==> src/rtl/disp_pkg.sv <==
// disp_pkg: glyph codes, message table, FSM states and display-source codes for the display scheduler
package disp_pkg;
  localparam logic [3:0] GLYPH_E = 4'hA;
  localparam logic [3:0] GLYPH_R = 4'hB;
  localparam logic [3:0] GLYPH_N = 4'hC;
  localparam logic [3:0] GLYPH_O = 4'hD;
  localparam logic [3:0] GLYPH_DASH = 4'hE;
  localparam logic [3:0] GLYPH_BLANK = 4'hF;
  localparam logic [15:0] MSG_TABLE [4] = '{
    {GLYPH_E, GLYPH_R, GLYPH_R, GLYPH_BLANK},
    {GLYPH_DASH, GLYPH_DASH, GLYPH_DASH, GLYPH_DASH},
    {GLYPH_N, GLYPH_O, GLYPH_N, GLYPH_E},
    {GLYPH_BLANK, GLYPH_BLANK, GLYPH_BLANK, GLYPH_BLANK}
  };
  typedef enum logic [1:0] {S_CREDIT, S_PRICE_CONV, S_PRICE, S_MSG} state_t;
  localparam logic [1:0] SRC_CREDIT = 2'd0;
  localparam logic [1:0] SRC_PRICE = 2'd1;
  localparam logic [1:0] SRC_MSG = 2'd2;
  function automatic logic [15:0] blank_lead(input logic [15:0] b);
    return b[15:12] == 4'd0 ? {GLYPH_BLANK, b[11:0]} : b;
  endfunction
endpackage

==> src/rtl/bin2bcd_seq.sv <==
// bin2bcd_seq: sequential double-dabble converter, saturating at 9999, one load cycle then W shifts
module bin2bcd_seq #(
  parameter int W = 14
) (
  input  logic         clk,
  input  logic         clr,
  input  logic         start,
  input  logic [W-1:0] bin,
  output logic         busy,
  output logic         done,
  output logic [15:0]  bcd
);
  logic [W-1:0] sr;
  logic [15:0] acc;
  logic [$clog2(W+1)-1:0] cnt;
  logic [W+15:0] sh;
  function automatic logic [15:0] dab(input logic [15:0] a);
    logic [15:0] r;
    for (int i = 0; i < 4; i++) r[4*i+:4] = a[4*i+:4] > 4'd4 ? a[4*i+:4] + 4'd3 : a[4*i+:4];
    return r;
  endfunction
  assign sh = {dab(acc), sr} << 1;
  always_ff @(posedge clk) begin
    if (clr) begin
      busy <= 1'b0;
      done <= 1'b0;
      bcd <= '0;
      acc <= '0;
      sr <= '0;
      cnt <= '0;
    end else begin
      done <= 1'b0;
      if (busy) begin
        acc <= sh[W+15:W];
        sr <= sh[W-1:0];
        cnt <= cnt - 1'b1;
        if (cnt == 1) begin
          busy <= 1'b0;
          done <= 1'b1;
          bcd <= sh[W+15:W];
        end
      end else if (start) begin
        sr <= (bin > 9999) ? W'(9999) : bin;
        acc <= '0;
        cnt <= ($clog2(W+1))'(W);
        busy <= 1'b1;
      end
    end
  end
endmodule

==> src/rtl/disp_content_sched.sv <==
// disp_content_sched: arbitrates message > price > credit onto the 4-digit display via one shared BCD converter
module disp_content_sched import disp_pkg::*; #(
  parameter int MSG_TICKS = 200_000_000,
  parameter int PRICE_TICKS = 100_000_000,
  parameter int VAL_W = 14
) (
  input  logic             clk,
  input  logic             clr,
  input  logic [VAL_W-1:0] credit_cents,
  input  logic             price_req,
  input  logic [VAL_W-1:0] price_cents,
  input  logic             msg_req,
  input  logic [1:0]       msg_code,
  output logic [3:0]       dig1,
  output logic [3:0]       dig2,
  output logic [3:0]       dig3,
  output logic [3:0]       dig4,
  output logic [1:0]       disp_src,
  output logic             busy
);
  localparam int MAXT = MSG_TICKS > PRICE_TICKS ? MSG_TICKS : PRICE_TICKS;
  localparam int TW = $clog2(MAXT);
  state_t state, state_n;
  logic [TW-1:0] timer, timer_n;
  logic [VAL_W-1:0] pval, pval_n, lc, lc_n, cval, cval_n, cbin;
  logic pend, pend_n, lcv, lcv_n, job, job_n, start, cbusy, cdone;
  logic [15:0] dig, dig_n, bcd;
  bin2bcd_seq #(.W(VAL_W)) u_conv (
    .clk(clk), .clr(clr), .start(start), .bin(cbin),
    .busy(cbusy), .done(cdone), .bcd(bcd)
  );
  assign {dig1, dig2, dig3, dig4} = dig;
  always_comb begin
    state_n = state;
    timer_n = timer == '0 ? timer : timer - 1'b1;
    pend_n = pend;
    pval_n = pval;
    lc_n = lc;
    lcv_n = lcv;
    job_n = job;
    cval_n = cval;
    dig_n = dig;
    // job: 1 = price conversion, 0 = credit conversion; results are only accepted in the matching state
    start = !cbusy && !cdone && state != S_MSG && (pend || (state == S_CREDIT && (!lcv || credit_cents != lc)));
    cbin = pend ? pval : credit_cents;
    if (start) begin
      job_n = pend;
      cval_n = credit_cents;
      pend_n = 1'b0;
    end
    if (cdone && job && state == S_PRICE_CONV && !pend) begin
      dig_n = blank_lead(bcd);
      timer_n = TW'(PRICE_TICKS - 1);
      state_n = S_PRICE;
    end else if (cdone && !job && state == S_CREDIT && !pend) begin
      dig_n = blank_lead(bcd);
      lc_n = cval;
      lcv_n = 1'b1;
    end
    if (state == S_PRICE && timer == '0) begin
      state_n = S_CREDIT;
      lcv_n = 1'b0;
    end
    if (state == S_MSG && timer == '0) begin
      state_n = pend ? S_PRICE_CONV : S_CREDIT;
      lcv_n = 1'b0;
    end
    if (price_req) begin
      pend_n = 1'b1;
      pval_n = price_cents;
      state_n = state_n == S_MSG ? S_MSG : S_PRICE_CONV;
    end
    if (msg_req) begin
      state_n = S_MSG;
      timer_n = TW'(MSG_TICKS - 1);
      dig_n = MSG_TABLE[msg_code];
      if (state == S_PRICE_CONV) pend_n = 1'b1;
    end
  end
  always_ff @(posedge clk) begin
    if (clr) begin
      state <= S_CREDIT;
      timer <= '0;
      pend <= 1'b0;
      pval <= '0;
      lc <= '0;
      lcv <= 1'b0;
      job <= 1'b0;
      cval <= '0;
      dig <= {4{GLYPH_BLANK}};
      disp_src <= SRC_CREDIT;
      busy <= 1'b0;
    end else begin
      state <= state_n;
      timer <= timer_n;
      pend <= pend_n;
      pval <= pval_n;
      lc <= lc_n;
      lcv <= lcv_n;
      job <= job_n;
      cval <= cval_n;
      dig <= dig_n;
      disp_src <= state_n == S_MSG ? SRC_MSG : state_n == S_CREDIT ? SRC_CREDIT : SRC_PRICE;
      busy <= state_n != S_CREDIT || pend_n;
    end
  end
endmodule
==> config.mk <==
export PLATFORM = sky130hd
export DESIGN_NAME = disp_content_sched
export DESIGN_NICKNAME = d
export VERILOG_FILES = /design/src/rtl/disp_pkg.sv /design/src/rtl/bin2bcd_seq.sv /design/src/rtl/disp_content_sched.sv
export SDC_FILE = /design/constraint.sdc
export NUM_CORES = 1
export LEC_CHECK = 0
export ABC_AREA = 1
export ABC_CLOCK_PERIOD_IN_PS = 2200
export CAP_MARGIN = 30
export CORE_ASPECT_RATIO = 2
export CORE_UTILIZATION = 44
export CTS_CLUSTER_SIZE = 8
export DETAILED_ROUTE_END_ITERATION = 10
export MAX_ROUTING_LAYER = met4
export PLACE_DENSITY = 0.73
export SLEW_MARGIN = 15
export SYNTH_ARGS = -nofsm -noshare
export SYNTH_HDL_FRONTEND = slang
export SYNTH_SLANG_ARGS = --single-unit
==> constraint.sdc <==
create_clock -name clk -period 2.2 [get_ports clk]
set_input_delay 0.44 -clock clk [delete_from_list [all_inputs] [get_ports clk]]
set_output_delay 0.44 -clock clk [all_outputs]
set_load 0.05 [all_outputs]
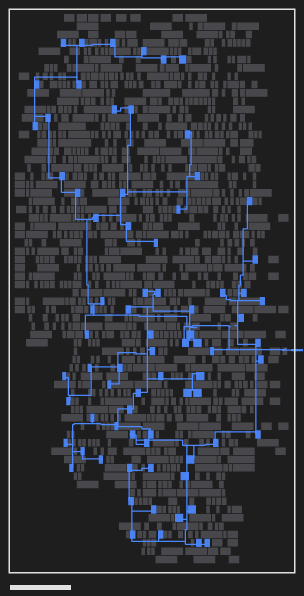
**Above:** I/O nets highlighted.
Bar = 20 um.
clr -> blue  # direction input, edge east, end cells 76, wire 928 um
I/O Pins: 53
input/output buffers: 52

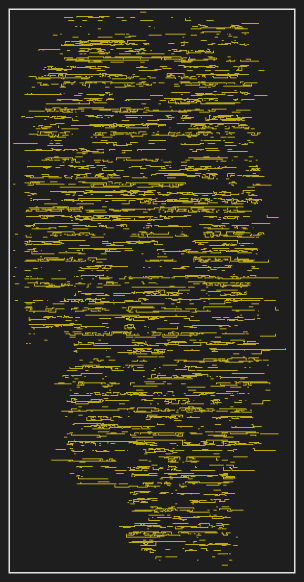
**Above:** met1 routing.
nets with wire on the layer = 1117
longest straight run = 27.1 um
wire length on this layer = 6870 um
GR met1 Demand/Resource: 22.29%
wirelength, routed: 18520 um
Via Count: 7044

==> flow_summary.rst <==
Run summary
-----------

.. list-table::
   :header-rows: 1

   * - Metric
     - Value
   * - Data required time at the worst endpoint
     - 1760 ps
   * - Max-slew headroom at the worst pin
     - between 50% and 60%
   * - Initial drt markers
     - approximately 320
   * - Remaining global-route overflow
     - 0
   * - Count of flip-flops and latches
     - 146
   * - Most common cell after layout, fill and taps aside
     - nand2_1
   * - Clock tree from TritonCTS
     - yes
   * - Reported combinational group power
     - between 1 and 1.5 mW
   * - Multi-input combinational cell area
     - ~3600 um2
   * - Post-route non-filler standard cell count
     - 1378
   * - Placed cell areas
     - 8189 um2
   * - Synthesis-stage register bit count
     - between 100 and 150
   * - Die Ht
     - 183.5 um
   * - Clock buffer count from CTS
     - 17
   * - Leakage power summed over all cells
     - 3.945 nW
   * - Clock share of power
     - 42.2%
   * - Mean instance size in the synthesized netlist
     - ~6.7 um2
   * - Total placed cells including tap cells
     - 1346
   * - Main kind of combinational logic by area
     - simple AND/OR/NAND/NOR gates
   * - Core footprint
     - 16190 um2
   * - Clock network power
     - 2.95 mW
   * - Total of fill cells in the finished design
     - 1613
   * - Post-route setup TNS
     - 0 ps
   * - Number of enable-type register cells in the synthesized netlist
     - 0
   * - Horiz. Die Dim
     - 92.73 um
   * - Total of plain and repair buffers excluding clock buffers
     - roughly 98
   * - Nets in the synthesized netlist
     - 1135
   * - Global route hottest layer
     - met2
   * - Floorplan Utilization
     - 44.75%
   * - Crit Reg-Reg Startpoint
     - state[1]$_SDFF_PP0_
   * - Tapcells inserted
     - 204
   * - Endpoint of the worst hold path
     - u_conv.done$_SDFF_PP0_
   * - Area Growth Syn to Fin
     - 21.40%
   * - Buffering overhead
     - a little over a tenth
   * - Flip-flop count of the largest register, all copies and words added
     - 28
   * - Reg2reg end
     - dig[15]$_SDFFE_PP1P_
   * - Peak supply drop
     - 0.5457 mV
   * - Endpoint of the most critical setup path
     - dig4[1]
   * - Post-synthesis adder-cell area fraction
     - 2.073%
   * - Routability congestion estimate
     - 0.9544
   * - Final worst slack
     - 172.4 ps
   * - Vias in the first global route
     - 6763
   * - Fraction of layout instances using a drive strength above 1
     - 9.796%
   * - Number of logic gates
     - 768
   * - Post-detailed-route count of antenna-violating nets
     - 0
   * - Ordered list of cells on the worst path
     - clkdlybuf4s50_1
   * - Proportion of cell area occupied by multi-input gates
     - a little over 40%
   * - Dominant cells by area after synthesis
     - dfxtp_1, nand2_1, nor2_1
   * - Top cell family by delay on the critical path
     - buffers and inverters
   * - Register clock-pin slew on the reported worst setup and hold paths
     - 60 ps
   * - CP Launch Type
     - flip-flop
   * - M1 wire length
     - 6870 um
   * - Unrepaired setup endpoints after global routing
     - false
   * - Number of standard-cell rows in the floorplan
     - 66
   * - Wire length on met3
     - 645 um
   * - Initial antenna violation count
     - 0
   * - Met2 layer usage reported by global route
     - a little over two fifths
   * - Complex Gates by Area
     - 13.44%
   * - Cell total in the yosys stat output
     - 1089
   * - Power, Total
     - between 6 and 7 mW
   * - Number of detailed-route iterations in the first pass
     - 5
   * - Number of logged tool warnings
     - 31
   * - Largest class
     - logic gates
   * - Result of the run
     - finished clean
   * - Hold crit path type
     - input pin to flip-flop
   * - Category of the most critical setup path
     - flip-flop to output pin
   * - Area of the chip
     - 17010 um2
   * - Number of max-slew violations in the final report
     - 0
   * - Avg WL per Cell
     - 13.44 um
   * - Dominant cell type by area after synthesis
     - dfxtp_1
   * - GRT Overall Usage
     - 23.53%
   * - Commonest cells post-synth
     - nand2_1, nor2_1, dfxtp_1
   * - Mux cell area share after synthesis
     - less than 1%
   * - Antenna diode count
     - 0
   * - Later-pin clock latency in the skew report
     - 430 ps
   * - Maximum clock path buffer count
     - 2
Power and IR drop assume default switching activity.
